==> config.mk <==
export PLATFORM = sky130hd
export DESIGN_NAME = adc_scan_seq_flat
export DESIGN_NICKNAME = d
export VERILOG_FILES = /design/src/rtl/adc_scan_seq_pkg.sv /design/src/rtl/adc_scan_seq_if.sv /design/src/rtl/adc_scan_seq_next_ch.sv /design/src/rtl/adc_scan_seq.sv /design/src/flat_wrapper.sv
export SDC_FILE = /design/constraint.sdc
export NUM_CORES = 1
export LEC_CHECK = 0
export CAP_MARGIN = 10
export CORE_ASPECT_RATIO = 2
export CORE_MARGIN = 2
export CORE_UTILIZATION = 51
export CTS_BUF_LIST = sky130_fd_sc_hd__clkbuf_8 sky130_fd_sc_hd__clkbuf_16
export DETAILED_ROUTE_END_ITERATION = 12
export GPL_TIMING_DRIVEN = 1
export HOLD_SLACK_MARGIN = 0.02
export PLACE_DENSITY = 0.83
export SLEW_MARGIN = 20
export SYNTH_ARGS = -nofsm -noshare
export SYNTH_HDL_FRONTEND = slang
export SYNTH_SLANG_ARGS = --single-unit
==> constraint.sdc <==
create_clock -name clk_i -period 5.1 [get_ports clk_i]
set_input_delay 1.02 -clock clk_i [delete_from_list [all_inputs] [get_ports clk_i]]
set_output_delay 1.02 -clock clk_i [all_outputs]
set_load 0.01 [all_outputs]
Run 1, the metal 3 layer:
Bar = 20 um.
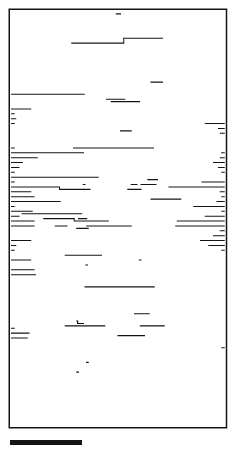
nets with wire on the layer: 74
main direction: horizontal
wire length on this layer: 496 um
share of all routed wire: 6.5%
met3 global-route usage: 0.06423
total length of routed wires: 7698 um
Vias: 2712

Run 1, routing congestion:
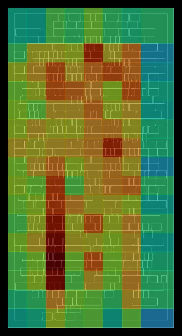
post-layout util: 0.7101
Total Routing Usage GR: 0.2423

Run 1, where the registers sit:
Other sequential cells in the stronger gray, the rest of the logic in the fainter gray.
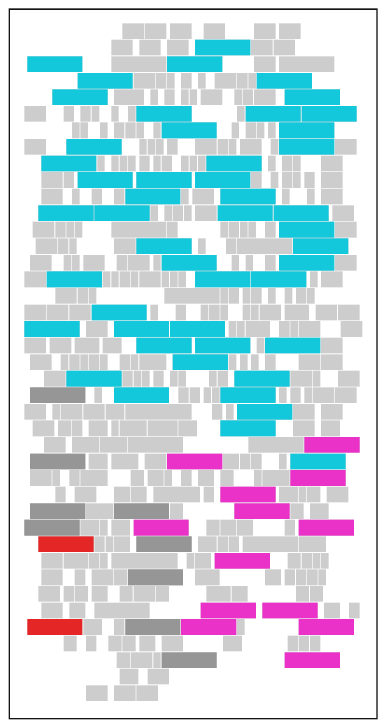
[`u_core.mask_q`] red | placed flops: 2
[`u_core.wait_q`] magenta | placed flops: 13
[`u_core.meas_o`] cyan | placed flops: 48
not colored: 9
sequential power: 876 uW
Register Area: 0.001802 mm2
flop share of the area: 0.4087

==> impl_metrics.yaml, run 1 <==
# synthesis and place-and-route metrics
timing:
  relSlewSlack: 0.3341
  hold_viol: 0
  min_period_over_period: 0.5491
  rsz0062_at_grt: "false"
  maxSlewViolCount: 0
  worst_slew_pin_slew_ps: 994.5
  clock.fmax_ghz: 0.3571
  hold_ws_ps: 477.7
  fin_setup_tns_ps: 0
  fin_crit_ps: 2800
  setup_violations: 0
  worst_clock_skew_ps: 4.814
power_and_ir_drop:
  ir_drop_uv: 325.8
  p_sw_uw: 806.8
  p_seq_frac: 0.359
  pwr_density_cell_mw_per_mm2: 554.3
  swShare: 0.3302
  internal_power_mw: 1.636
  combPwrFrac: 0.366
  cellLeakagePower_nw: 1.861
  clkPwrFrac: 0.275
place:
  place_inst: 485
  io_buffers: 81
  hpwlAfterDp_um: 5346
  detailed_place.area_mm2: 0.004053
  gp_routability_congestion: 0.8204
synthesis:
  syn_area_per_cell_um2: 9.635
  ys_ff: 72
  edf_count: 0
  ys_cells: 334
  dominantRegCellSynth: "dfrtp_1"
  synth.distinct_cells: 46
  netlist_area_mm2: 0.003218
  yosysMostFrequentCell: "nand2_1"
  synthesis.nets: 364
  async_reset_ff_frac: 1.000
  ys_seq_frac: 0.5599
  ys_warn_count: 0
  yosysTopAreaCell: "dfrtp_1"
  common_cells: "100 x nand2_1, 72 x dfrtp_1, 56 x o21ai_0, 11 x clkbuf_1, 8 x inv_1"
  synth_cells: 334
  top_cells_by_area: "dfrtp_1 56%, nand2_1 12%, o21ai_0 8.7%"
  netlist.area_leader.share: 0.5599
  yosysChipArea_mm2: 0.003218
route:
  met2_wirelength_um: 3819
  drcViolationCount: 0
  ant_nets: 0
  met3_length_um: 496
  initialDrtViolationCount: 156
  via_per_inst: 5.381
  drtPass1Iterations: 5
  top_layer_used: "met4"
  met1_length_um: 3214
  wl_per_cell_um: 15.27
final_layout:
  instances_no_fill: 504
  antennaDiodeCount: 0
  syn_to_final_growth_pct: 36.98
  nNetsFinal: 443
  final.fill_count: 465
  largest_register_ffs: 48
  final_area_mm2: 0.004408
  drive_gt1_frac: 0.08373
worst_setup_path:
  critPathKind: "reg -> out"
  required_ps: 4080
  arrival_ps: 1780
  startpoint_type: "register"
  critPathMaxFanout: 12
  ff2ff_setup_slack_ps: 2790
  rr_worst_depth: 5
  worst_setup_path_end_kind: "output pin"
clocking:
  htreeDepth: 3
  cts_tree: "done"
  cts.repair.resized: 0
  root_buffer: "clkbuf_16"
  clk_latency_ps: 330
  hold_buffers: 0
  cts_setup_buffers: 0
  clkSlewWorstSetupHoldPaths_ps: 50
  cts_buffer_depth: 2
  cts_sinks: 72
  cts_buffers: 9
global_routing:
  antenna_found_initial: 0
  grt_pass1_vias: 2685
  grt-ovfl-total: 0
  grt_start_max_net_pins: 73
  grt_pass1_wl_um: 12770
  gr-usage-met2: 0.3681
  busiest_layer: "met2"
  grtUsageMet1: 0.3291
outcome:
  status: "finished, final reports clean"
die:
  dieWidth_um: 60.17
  coreArea_mm2: 0.006207
  io_pins: 82
  rows: 41
  fp.dieH_um: 116.3
  initCoreUtil: 0.5184
  dieArea_mm2: 0.007000
min_path:
  holdPathStages: 2
  min_path_type: "reg -> reg"
run:
  drv_cap: 0
  warnings: 30
[run 1: kinds of logic after synthesis]
logic type	synth area share
flip-flops	0.5599
AND-OR/OR-AND	0.1380
AND/OR/NAND/NOR	0.2216
XOR/XNOR	0.008166
adder cells (fa/ha/maj)	0.02333
buffers and inverters	0.03616
multiplexers	0.01283
[run 1: metrics by stage]
step	worst slack [ps]	power [mW]
floorplan	3134	1.305
detailed placement	1964	1.764
CTS	2312	2.451
global route	2204	2.586
global placement	2082	1.724
finish	2300	2.443
[run 1: worst max-delay path, cell delays in order (launching register included)]
cell and delay [ps]:
dfrtp_1 530, nor2b_1 310, clkdlybuf4s50_1 600
[run 1: cells in the final DEF (no fill, tap or decap), drive strengths merged, types with 3 or more instances in the layout]
cell type and count:
nor2 4, nand4b 3, nand4 3, nand3 5, a21oi 7, buf 5, clkbuf 10, nand2b 3
nor3 3, clkdlybuf4s50 80, dfrtp 72, a21o 3, o31ai 3, nor3b 5, inv 8, or3 3
o21ai 57, clkinv 3, mux2i 3, or4 3, nand2 100, ha 6
[run 1: area by class of cell]
| type | instances | area (um2) | area share |
|---|---|---|---|
| clock buffers | 10 | 239.0 | 0.05422 |
| clock inverters | 6 | 82.58 | 0.01873 |
| inverters | 8 | 30.03 | 0.006812 |
| multi-input cells | 237 | 1300 | 0.2949 |
| flip-flops and latches | 72 | 1802 | 0.4087 |
| well taps | 86 | 107.6 | 0.02441 |
| repair buffers | 85 | 847.1 | 0.1922 |
[run 1: power groups by stage]
stage / clock (mW) / sequential, mW / combinational, mW
after floorplan: 0 / 0.923 / 0.382
after global placement: 0 / 0.871 / 0.852
after detailed placement: 0 / 0.881 / 0.883
after CTS: 0.682 / 0.878 / 0.891
after global routing: 0.700 / 0.899 / 0.987
final: 0.673 / 0.876 / 0.894
Run 1, gate-type map:
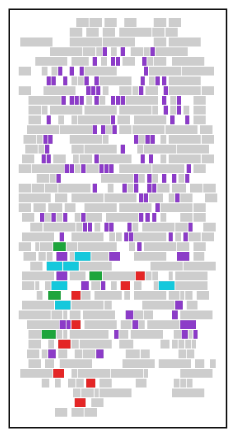

==> inputs of run 2 (changes only) <==
- CORE_UTILIZATION: 51 -> 49
- PLACE_DENSITY: 0.83 -> 0.8
- clock period: 5.1 -> 2.6 ns (I/O delays scaled with it)
Run 2, gate-type map:
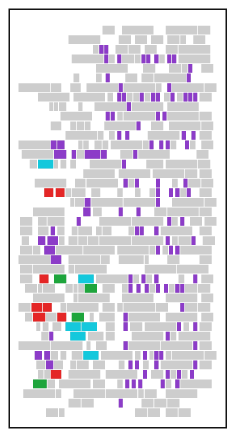
[fa/ha/maj cells] cyan | cells: 6
[nand cells] purple | cells: 114
[non-inverting ao/oa cells] red | cells: 8
[mux cells] green | cells: 4
Comb area share: 0.2975
Layout Cells excl Fill: 506
Commonest Layout Cell: nand2_1

==> run 2 against run 1 <==
  * Sequential power rose by 94%
  * Highest routed layer unchanged
  * Die size rose by 3.9%
  * Wire length fell by 2.1%
  * Synthesized cell count did not move
  * Clock power rose by 62%
  * Hold slack got worse by 260 ps
  * Via count fell by 1.5%
  * Worst setup slack got worse by 1900 ps
  * Count of clock-buffer cells in the layout did not move
  * Sequential cell count did not move
  * First-iteration DRC count fell by 7.1%
  * Final cell count rose by 0.40%
==> impl_metrics.yaml, run 2 <==
# synthesis and place-and-route metrics
outcome:
  status: "finished, final reports clean"
die:
  dieWidth_um: 61.31
  dieArea_mm2: 0.007271
  rows: 41
  io_pins: 82
  coreArea_mm2: 0.006310
  fp.dieH_um: 118.6
  initCoreUtil: 0.5100
timing:
  clock.fmax_ghz: 0.4476
  maxSlewViolCount: 0
  fin_crit_ps: 2234
  hold_viol: 0
  hold_ws_ps: 215.3
  min_period_over_period: 0.8592
  worst_slew_pin_slew_ps: 663.7
  fin_setup_tns_ps: 0
  worst_clock_skew_ps: 2.664
  setup_violations: 0
  relSlewSlack: 0.5575
synthesis:
  ys_ff: 72
  edf_count: 0
  ys_warn_count: 0
  synth_cells: 334
  async_reset_ff_frac: 1.000
  yosysChipArea_mm2: 0.003218
  top_cells_by_area: "dfrtp_1 56%, nand2_1 12%, o21ai_0 8.7%"
  dominantRegCellSynth: "dfrtp_1"
  common_cells: "100 x nand2_1, 72 x dfrtp_1, 56 x o21ai_0, 11 x clkbuf_1, 8 x inv_1"
  synth.distinct_cells: 46
  synthesis.nets: 364
  yosysTopAreaCell: "dfrtp_1"
  ys_seq_frac: 0.5599
  netlist.area_leader.share: 0.5599
power_and_ir_drop:
  cellLeakagePower_nw: 1.857
  p_seq_frac: 0.372
  p_total_mw: 4.575
  swShare: 0.3395
  pwr_density_cell_mw_per_mm2: 1047
  internal_power_mw: 3.022
  clkPwrFrac: 0.238
  p_sw_mw: 1.553
worst_setup_path:
  rr_worst_depth: 5
  arrival_ps: 1710
  required_ps: 2080
  critPathKind: "reg -> out"
  startpoint_type: "register"
  worst_setup_path_end_kind: "output pin"
  critPathMaxFanout: 12
final_layout:
  nNetsFinal: 445
  antennaDiodeCount: 0
  final_area_mm2: 0.004369
  syn_to_final_growth_pct: 35.77
  final_cell_mix: "100 x nand2_1, 80 x clkdlybuf4s50_1, 72 x dfrtp_1, 56 x o21ai_0, 10 x inv_1"
  largest_register_ffs: 48
clocking:
  hold_buffers: 0
  cts.repair.resized: 0
  cts_sinks: 72
  htreeDepth: 3
  root_buffer: "clkbuf_16"
  clk_latency_ps: 330
  cts_buffers: 9
  cts_buffer_depth: 2
  cts_setup_buffers: 0
run:
  drv_cap: 0
place:
  gp_routability_congestion: 0.8242
  place_ws_ps: 498.9
  detailed_place.area_mm2: 0.004103
  io_buffers: 81
route:
  drtPass1Iterations: 4
  initialDrtViolationCount: 145
  wl_per_cell_um: 14.89
  via_per_inst: 5.277
global_routing:
  grt_pass1_vias: 2595
  grt_usage: 0.2269
  grt-ovfl-total: 0
  grt_start_max_net_pins: 46
  antenna_found_initial: 0
min_path:
  min_path_type: "in -> async"
Run 2, the metal 2 layer:
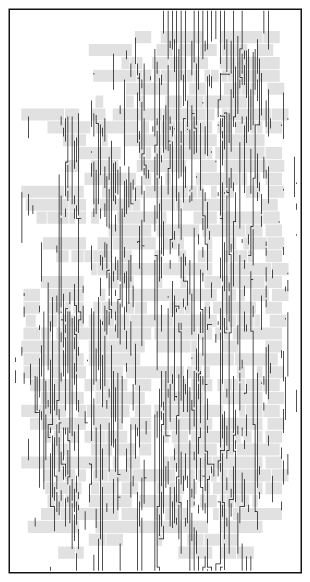
longest straight run: 47.6 um
wire length on this layer: 4090 um
main direction: vertical
nets with wire on the layer: 368
total length of routed wires: 7535 um
Vias: 2670

## run 2: cell count changes in the layout (fill, tap and decap cells not counted)
cell	change
clkinv_2	+1
buf_4	+4
bufinv_16	-2
buf_12	+1
inv_1	+2
buf_6	-3
clkinvlp_4	-1
## run 2: cell type report
class                      count  area, um2
clock buffer                  10      239.0
clock inverter                 6      27.53
fill                         490       1941
timing repair buffer          87      863.3
sequential                    72       1802
multi-input combinational    237       1300
tap                           86      107.6
inverter                       8      30.03
## run 2: power by group through the flow
stage	clock network (mW)	logic (mW)	registers (mW)
after floorplan	0	0.749	1.81
after global placement	0	1.75	1.70
after detailed placement	0	1.79	1.72
after CTS	1.11	1.81	1.70
after global routing	1.15	1.98	1.74
final	1.09	1.79	1.70
## run 2: logic make-up (layout without fill, tap and decap cells)
family,Yosys count,in the layout,share of synthesized area
compound gates,79,79,0.1380
xor+xnor,3,3,0.008166
fa+ha+maj,6,6,0.02333
buf+inv,25,111,0.03616
flops,72,72,0.5599
mux,4,4,0.01283
simple gates,145,145,0.2216
## run 2: routing by layer
| layer | up-vias | share of wire | global-route usage | wire, um |
|---|---|---|---|---|
| met1 | 1266 | 0.38 | 0.2621 | 2827 |
| met2 | 89 | 0.54 | 0.3750 | 4088 |
| met4 | 0 | 0.033 | 0.1196 | 252 |
| met5 | - | 0 | 0 | 0 |
| li1 | 1294 | - | - | - |
| met3 | 21 | 0.049 | 0.04595 | 367 |
## run 2: critical path, cell delays in order (launching register included)
cell             delay [ps]
dfrtp_1                 520
nor2b_1                 290
clkdlybuf4s50_1         580
No activity file was given, so power comes from the tool's default toggle rates.
